<file path="src/rtl/rom_word_fetch_pkg.sv">
// Shared encodings for the multi-byte flash ROM fetch front-end.
package rom_word_fetch_pkg;

  // size field: byte count minus one
  typedef enum logic [1:0] {
    SIZE_8  = 2'd0,
    SIZE_16 = 2'd1,
    SIZE_24 = 2'd2,
    SIZE_32 = 2'd3
  } size_e;

  typedef enum logic {
    STATE_IDLE   = 1'b0,
    STATE_SETTLE = 1'b1
  } state_e;

  localparam int BYTE_W = 8;
  localparam int LANES  = 4;
  localparam int ADDR_W = 24;

endpackage

</file>
<file path="src/rtl/rom_word_fetch.sv">
// Fetches 1..4 bytes from the paged flash ROM and assembles them little-endian,
// holding each address until the ROM has been quiet for SETTLE cycles.
module rom_word_fetch
  import rom_word_fetch_pkg::*;
#(
  parameter int SETTLE = 2
) (
  input  logic              clk,
  input  logic              reset,
  input  logic              start,
  input  logic [ADDR_W-1:0] address,
  input  logic [1:0]        size,
  output logic [31:0]       data_out,
  output logic              done,
  output logic              busy,
  output logic [ADDR_W-1:0] rom_address,
  output logic              rom_enable,
  input  logic [BYTE_W-1:0] rom_data,
  input  logic              rom_busy
);

  localparam int CW = (SETTLE < 1) ? 1 : $clog2(SETTLE + 1);
  localparam logic [CW-1:0] SETTLE_C = CW'(SETTLE);

  state_e                        state;
  size_e                         last_idx;
  logic [1:0]                    idx;
  logic [CW-1:0]                 cnt;
  logic [LANES-1:0][BYTE_W-1:0]  acc;
  logic [LANES-1:0][BYTE_W-1:0]  acc_capt;

  // accumulator with the current ROM byte dropped into lane idx
  always_comb begin
    acc_capt      = acc;
    acc_capt[idx] = rom_data;
  end

  always_ff @(posedge clk or negedge reset) begin
    if (!reset) begin
      state       <= STATE_IDLE;
      last_idx    <= SIZE_8;
      idx         <= '0;
      cnt         <= '0;
      acc         <= '0;
      data_out    <= '0;
      done        <= 1'b0;
      busy        <= 1'b0;
      rom_address <= '0;
      rom_enable  <= 1'b0;
    end else begin
      done <= 1'b0;
      case (state)
        STATE_IDLE: begin
          if (start) begin
            rom_address <= address;
            last_idx    <= size_e'(size);
            idx         <= '0;
            cnt         <= '0;
            acc         <= '0;
            busy        <= 1'b1;
            rom_enable  <= 1'b1;
            state       <= STATE_SETTLE;
          end
        end
        STATE_SETTLE: begin
          // a refill restarts the stability count from zero
          if (rom_busy) begin
            cnt <= '0;
          end else if (cnt < SETTLE_C) begin
            cnt <= cnt + CW'(1);
          end else begin
            acc <= acc_capt;
            if (idx == 2'(last_idx)) begin
              data_out   <= acc_capt;
              done       <= 1'b1;
              busy       <= 1'b0;
              rom_enable <= 1'b0;
              state      <= STATE_IDLE;
            end else begin
              idx         <= idx + 2'd1;
              rom_address <= rom_address + ADDR_W'(1);
              cnt         <= '0;
            end
          end
        end
        default: state <= STATE_IDLE;
      endcase
    end
  end

endmodule

</file>
<file path="config.mk">
export PLATFORM = sky130hd
export DESIGN_NAME = rom_word_fetch
export DESIGN_NICKNAME = d
export VERILOG_FILES = /design/src/rtl/rom_word_fetch_pkg.sv /design/src/rtl/rom_word_fetch.sv
export SDC_FILE = /design/constraint.sdc
export NUM_CORES = 1
export LEC_CHECK = 0
export CAP_MARGIN = 20
export CORE_ASPECT_RATIO = 0.8
export CORE_UTILIZATION = 45
export CTS_BUF_LIST = sky130_fd_sc_hd__clkbuf_8
export DETAILED_ROUTE_END_ITERATION = 10
export PLACE_DENSITY = 0.79
export SYNTH_ARGS = -nofsm -noshare
export SYNTH_HDL_FRONTEND = slang
export SYNTH_SLANG_ARGS = --single-unit
</file>
<file path="constraint.sdc">
create_clock -name clk -period 1.7 [get_ports clk]
set_input_delay 0.34 -clock clk [delete_from_list [all_inputs] [get_ports clk]]
set_output_delay 0.34 -clock clk [all_outputs]
set_load 0.05 [all_outputs]
</file>
**M1 wires**

Bar = 20 um.
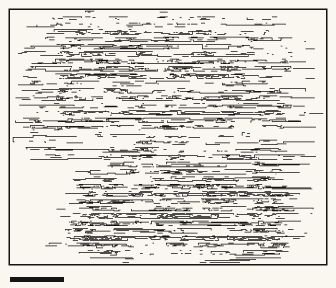
longest straight run: 30.8 um
main direction: horizontal
nets with wire on the layer: 612
share of all routed wire: 45%
wire length on this layer: 5,860 um
final WL: 12.9 mm
Vias: 4,358

**The metal 2 layer**

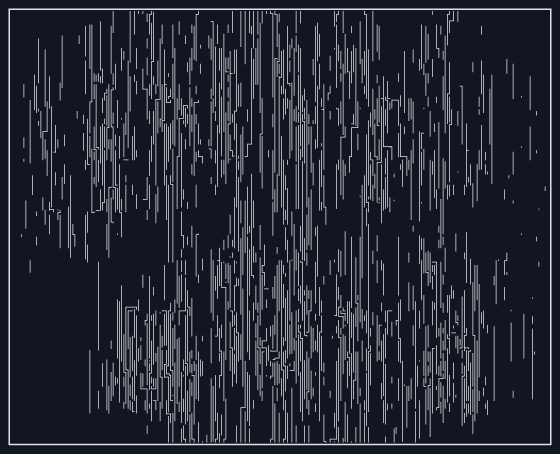
nets with wire on the layer: 593
share of all routed wire: 49%
met2 Usage GRT: 39.3%

==> ci_impl_report.md <==
## PnR job results

| Metric | Value |
|---|---|
| Vias in the first global route | approximately 4,200 |
| Pleak | about 3 nW |
| Main area contributors after synthesis | dfrtp_1, nand2_1, mux2i_1 |
| Final Util | a little over three fifths |
| Crit path largest cell delay | 0.44 ns |
| # setup viols final | 0 |
| Routed length on met1 | 5.86 mm |
| Slew margin rel. | between 70% and 80% |
| Initial antenna violation count | 0 |
| # resized after CTS | 0 |
| Fin crit share | a little over nine tenths |
| Setup slack after layout | between 0.06 and 0.07 ns |
| Area occupied by multi-input gates | between 0.002 and 0.0025 sq mm |
| Synthesis Warnings | 0 |
| Top pwr grp | combinational cells |
| P_clk | between 1.5 and 2 mW |
| Dpl cell area | between 0.006 and 0.007 sq mm |
| Crit path launch | rom_address[2] |
| Chip width | about 120 um |
| Nets@finish | just under 700 |
| DIE AREA | around 0.011 sq mm |
| Dpl ws | -0.139 ns |
| Area Overhead vs Synth | 36.5% |
| Clk buf depth | 2 |
| Status | finished clean |
| Min-delay worst type | input port to async pin |
| Kind of end point of the critical path | flop |
| Max Cap Viol | 0 |
| Gr ovfl total | 0 |
| Seq/total area | 37.8% |
| FP Rows | 33 |
| Non-clk invs | 11 |
| Post-synth top cells | nand2_1, dfrtp_1, a21oi_1, nand3_1, nor2_1 |
| FP Core Util | a little under half |
| Iteration-0 DRC Markers | 352 |
| Post-layout min period | approximately 1.6 ns |
| Max-area cell share | approximately 51% |
| Busiest grt layer | met2 |
| Setup_tns | 0 ns |
| Biggest regs | acc: 32 flops, data_out: 32 flops, rom_address: 24 flops |
| Routed len/inst | around 16 um |
| Placed Instances | 767 |
| Top-count cell post-synth | nand2_1 |
| Synth unique cells | approximately 46 |
| Post-CTS setup buffers | 0 |
| WL met3 | just over 600 um |
| Sequential share of the synthesized area | roughly half |
| Mapped Cells | about 520 |
| #FFs+latches synth | just under 100 |
| Clk latency late pin | roughly 0.37 ns |
| OpenROAD warnings | 29 |
| Ys async rst share | 100% |
| Dominant logic cell type in the layout | buf_4 |
| Clock buffers | 9 |
| Synth area leader | dfrtp_1 |
| # DRC | 0 |
**M3 wires**

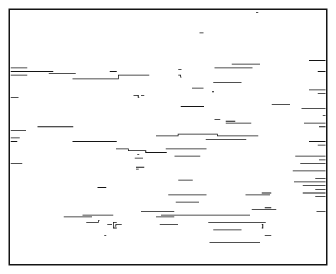
share of all routed wire: 4.7%
longest straight run: 32.7 um
nets with wire on the layer: 67
wire length on this layer: 609 um
main direction: horizontal
met3 usage: 4.52%

**M4 wires**

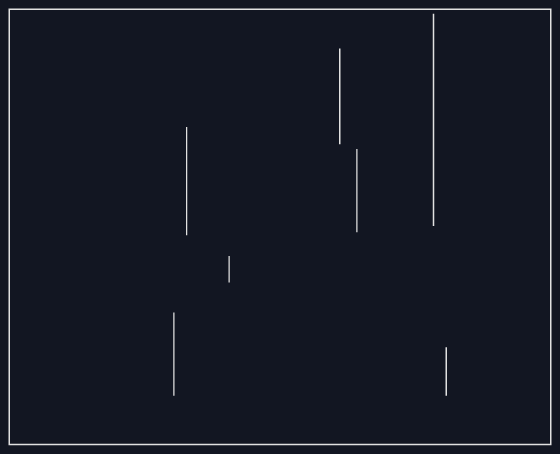
wire length on this layer: 140 um
longest straight run: 45.6 um
main direction: vertical

No activity file was given, so power comes from the tool's default toggle rates.
